<file path="src/rtl/lockin_mixer_mc.sv">
// lockin_mixer_mc: time-multiplexed multi-channel I/Q mixer.
// A frame latches NUM_CH samples plus one sine/cosine pair, then streams
// channel products through a single multiplier pair. Each product is rounded,
// shifted, saturated and tagged with its channel index.
module lockin_mixer_mc #(
  parameter int DATA_WIDTH = 24,
  parameter int SIN_WIDTH  = 18,
  parameter int NUM_CH     = 4,
  parameter int SHIFT      = 0,
  parameter int OUT_WIDTH  = 42,
  localparam int CH_W      = (NUM_CH > 1) ? $clog2(NUM_CH) : 1
) (
  input  logic                          clk,
  input  logic                          reset_n,
  input  logic                          start,
  input  logic [NUM_CH*DATA_WIDTH-1:0]  data_in,
  input  logic signed [SIN_WIDTH-1:0]   sine_in,
  input  logic signed [SIN_WIDTH-1:0]   cosine_in,
  output logic                          busy,
  output logic signed [OUT_WIDTH-1:0]   phase_out,
  output logic signed [OUT_WIDTH-1:0]   quadrature_out,
  output logic [CH_W-1:0]               ch_out,
  output logic                          o_valid,
  output logic                          o_last,
  output logic                          o_sat,
  output logic                          o_drop
);

  localparam int PRODUCT_WIDTH = DATA_WIDTH + SIN_WIDTH;
  localparam int EXT_W         = PRODUCT_WIDTH + 1;
  localparam int CNT_W         = CH_W + 1;

  // Half-LSB of the shifted result; only meaningful when SHIFT > 0.
  localparam logic signed [EXT_W-1:0] ROUND_V = EXT_W'(1) << ((SHIFT > 0) ? SHIFT - 1 : 0);
  localparam logic signed [EXT_W-1:0] MAX_V =
    {{(EXT_W - OUT_WIDTH + 1){1'b0}}, {(OUT_WIDTH - 1){1'b1}}};
  localparam logic signed [EXT_W-1:0] MIN_V =
    {{(EXT_W - OUT_WIDTH + 1){1'b1}}, {(OUT_WIDTH - 1){1'b0}}};

  typedef enum logic {IDLE, RUN} state_t;

  state_t                            state;
  logic signed [DATA_WIDTH-1:0]      data_reg [NUM_CH];
  logic signed [SIN_WIDTH-1:0]       sin_reg;
  logic signed [SIN_WIDTH-1:0]       cos_reg;
  logic [CNT_W-1:0]                  issue_cnt;
  logic signed [PRODUCT_WIDTH-1:0]   prod_i;
  logic signed [PRODUCT_WIDTH-1:0]   prod_q;
  logic                              prod_valid;
  logic                              prod_last;
  logic [CH_W-1:0]                   prod_ch;

  logic                              issue_active;
  logic                              finishing;
  logic                              accept;
  logic signed [DATA_WIDTH-1:0]      cur_data;
  logic signed [EXT_W-1:0]           sc_i;
  logic signed [EXT_W-1:0]           sc_q;
  logic signed [OUT_WIDTH-1:0]       res_i;
  logic signed [OUT_WIDTH-1:0]       res_q;
  logic                              sat_i;
  logic                              sat_q;

  // Round-half-up and arithmetic shift in one guard bit of headroom.
  function automatic logic signed [EXT_W-1:0] scale(input logic signed [PRODUCT_WIDTH-1:0] p);
    logic signed [EXT_W-1:0] e;
    e = EXT_W'(p);
    if (SHIFT > 0) e = (e + ROUND_V) >>> SHIFT;
    return e;
  endfunction

  // The frame ends at the edge registering the last channel; a start seen on
  // that same edge chains the next frame with no idle cycle.
  always_comb begin
    issue_active = (state == RUN) && (issue_cnt < CNT_W'(NUM_CH));
    finishing    = (state == RUN) && prod_valid && prod_last;
    accept       = start && reset_n && ((state == IDLE) || finishing);
  end

  // Select the latched sample of the channel currently being issued.
  always_comb begin
    cur_data = data_reg[0];
    for (int k = 1; k < NUM_CH; k++) begin
      if (issue_cnt == CNT_W'(k)) cur_data = data_reg[k];
    end
  end

  // Scale both products and clamp them into the output range.
  always_comb begin
    sc_i  = scale(prod_i);
    sc_q  = scale(prod_q);
    sat_i = 1'b0;
    sat_q = 1'b0;
    res_i = sc_i[OUT_WIDTH-1:0];
    res_q = sc_q[OUT_WIDTH-1:0];
    if (sc_i > MAX_V) begin
      res_i = MAX_V[OUT_WIDTH-1:0];
      sat_i = 1'b1;
    end else if (sc_i < MIN_V) begin
      res_i = MIN_V[OUT_WIDTH-1:0];
      sat_i = 1'b1;
    end
    if (sc_q > MAX_V) begin
      res_q = MAX_V[OUT_WIDTH-1:0];
      sat_q = 1'b1;
    end else if (sc_q < MIN_V) begin
      res_q = MIN_V[OUT_WIDTH-1:0];
      sat_q = 1'b1;
    end
  end

  // Frame capture and full-precision multiply; pure datapath, no reset needed.
  always_ff @(posedge clk) begin
    if (accept) begin
      for (int k = 0; k < NUM_CH; k++) begin
        data_reg[k] <= data_in[k*DATA_WIDTH +: DATA_WIDTH];
      end
      sin_reg <= sine_in;
      cos_reg <= cosine_in;
    end
    if (issue_active) begin
      prod_i <= PRODUCT_WIDTH'(cur_data) * PRODUCT_WIDTH'(sin_reg);
      prod_q <= PRODUCT_WIDTH'(cur_data) * PRODUCT_WIDTH'(cos_reg);
    end
  end

  // Control FSM, issue-stage tags and registered outputs.
  always_ff @(posedge clk) begin
    if (!reset_n) begin
      state          <= IDLE;
      busy           <= 1'b0;
      issue_cnt      <= '0;
      prod_valid     <= 1'b0;
      prod_last      <= 1'b0;
      prod_ch        <= '0;
      o_valid        <= 1'b0;
      o_last         <= 1'b0;
      o_sat          <= 1'b0;
      o_drop         <= 1'b0;
      phase_out      <= '0;
      quadrature_out <= '0;
      ch_out         <= '0;
    end else begin
      o_drop     <= start && (state == RUN) && !finishing;

      prod_valid <= issue_active;
      if (issue_active) begin
        prod_ch   <= issue_cnt[CH_W-1:0];
        prod_last <= (issue_cnt == CNT_W'(NUM_CH - 1));
        issue_cnt <= issue_cnt + CNT_W'(1);
      end

      o_valid <= prod_valid;
      o_last  <= prod_valid && prod_last;
      o_sat   <= prod_valid && (sat_i || sat_q);
      if (prod_valid) begin
        phase_out      <= res_i;
        quadrature_out <= res_q;
        ch_out         <= prod_ch;
      end

      case (state)
        IDLE: begin
          if (start) begin
            state     <= RUN;
            busy      <= 1'b1;
            issue_cnt <= '0;
          end
        end
        RUN: begin
          if (finishing) begin
            if (start) begin
              issue_cnt <= '0;
            end else begin
              state <= IDLE;
              busy  <= 1'b0;
            end
          end
        end
        default: begin
          state <= IDLE;
          busy  <= 1'b0;
        end
      endcase
    end
  end

endmodule

</file>
<file path="config.mk">
export PLATFORM = sky130hd
export DESIGN_NAME = lockin_mixer_mc
export DESIGN_NICKNAME = d
export VERILOG_FILES = /design/src/rtl/lockin_mixer_mc.sv
export SDC_FILE = /design/constraint.sdc
export NUM_CORES = 2
export LEC_CHECK = 0
export ABC_AREA = 1
export CAP_MARGIN = 20
export CORE_UTILIZATION = 35
export CTS_BUF_LIST = sky130_fd_sc_hd__clkbuf_4 sky130_fd_sc_hd__clkbuf_8
export DETAILED_ROUTE_END_ITERATION = 10
export MAX_ROUTING_LAYER = met4
export PLACE_DENSITY_LB_ADDON = 0.3
export SLEW_MARGIN = 40
export SYNTH_ARGS = -nofsm -noshare
export SYNTH_HDL_FRONTEND = slang
export SYNTH_SLANG_ARGS = --single-unit
</file>
<file path="constraint.sdc">
create_clock -name clk -period 8.6 [get_ports clk]
set_input_delay 1.29 -clock clk [delete_from_list [all_inputs] [get_ports clk]]
set_output_delay 1.29 -clock clk [all_outputs]
set_load 0.02 [all_outputs]
</file>
==> impl_metrics.yaml <==
# synthesis and place-and-route metrics
drt:
  route.layer.met1.wl_um: 52920
  met3WireLength_um: 8928
setup_path:
  crit_start: "issue_cnt[2]"
  slowest_delay_ns: 0.56
  timing.rr.start: "issue_cnt[2]"
sta:
  worst_slew_pin_slew_ns: 0.9468
  period_minus_slack_ns: 7.750
yosys:
  fp_nets: 6241
  avgSynthCellArea_um2: 8.587
  synthAoiAreaFrac_pct: 3.011
  ys_warn_count: 0
  synth.comb.largest_family: "adder cells"
hold_path:
  hold_path_depth: 2
  hold_end: "phase_out[9]"
  hp-class: "flop to flop"
final_layout:
  largest_reg_flops: 96
  buffer_area_share_pct: 5.847
  seq_share_pct: 17.46
cts:
  post_cts_resize_count: 0
  cts_hold_buf: 0
  cts_setup_buffers: 0
grt:
  grt_pass1_wl_um: 212000
floorplanning:
  coreArea_mm2: 0.1222
  die_y_um: 353.7
placement:
  dp_slack_ns: 0.9119
outcome:
  status: "finished, final reports clean"
==> synthesized netlist by cell type (all sizes together) <==
cell type	number	share of area [%]
buf	94	1.5
dfxtp	99	4.6
o211ai	23	0.56
ha	214	6.2
xor2	36	0.73
edfxtp	216	15
fa	850	39
nand2	1130	9.9
conb	1	0.0087
nand4	14	0.20
o21bai	19	0.33
a21oi	61	0.78
a211oi	2	0.035
clkbuf	81	0.70
and2	20	0.29
nand2b	2	0.029
nor2	639	5.5
a21o	3	0.052
inv	1246	11
xnor2	7	0.14
nand3b	9	0.16
nor3	18	0.21
or2	1	0.014
nand3	140	1.6
o21ai	106	1.3
clkinv	11	0.095
==> layer usage <==
metal	GRT usage, %	up-vias
met3	3.562	317
met5	-	-
li1	-	15011
met2	39.41	1187
met1	26.89	16599
met4	10.13	0
**Signal wires by layer**

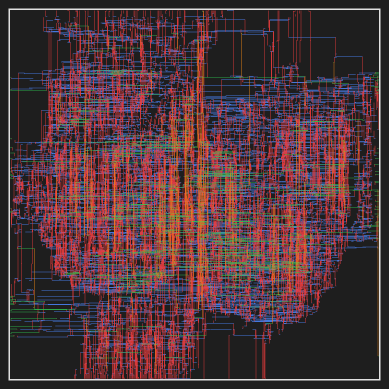
| color | layer | wire length |
|---|---|---|
| red | M2 | 67.6 mm |
| orange | M4 | 6800 um |
| green | M3 | 8930 um |
| blue | M1 | 52.9 mm |
final WL: 136200 um
vias: 33.11k
total track usage: 23.11%
DR WL/cell: 19.74 um

**Routed clock nets over the placement**

Bar = 100 um.
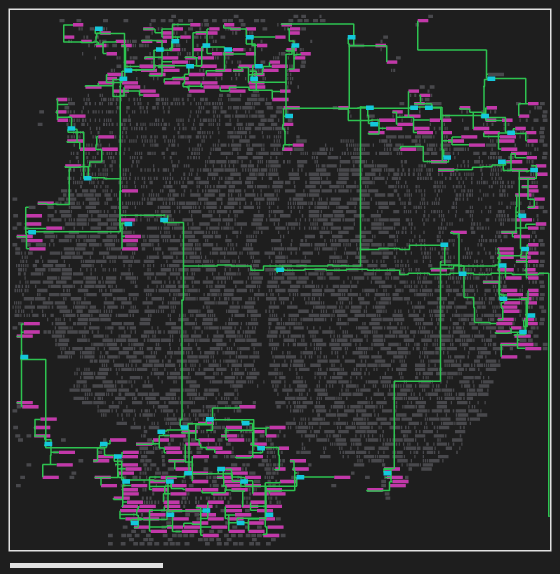
[magenta] flip-flops | count: 315
[green] clock wires | length: 5870 um
[cyan] clock-net drivers | count: 59
flops lie: all over the die
routed clock nets: 60
Setup Skew: 0.05336 ns
Late-Pin Clk Latency: 0.76 ns

**M2 wires**

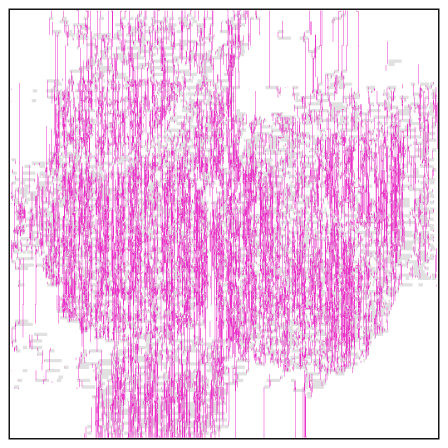
share of all routed wire: 50%
nets with wire on the layer: 5357
wire length on this layer: 67.6 mm
longest straight run: 103 um
main direction: vertical
met2 usage: 39.41%

**Congestion heat map**

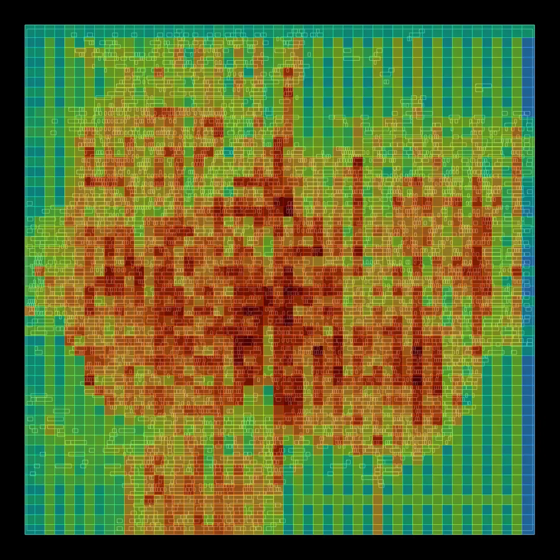
met3 GRT Util: 3.562%
busiest layer in global routing: met2
global routing usage on met1: 26.89%

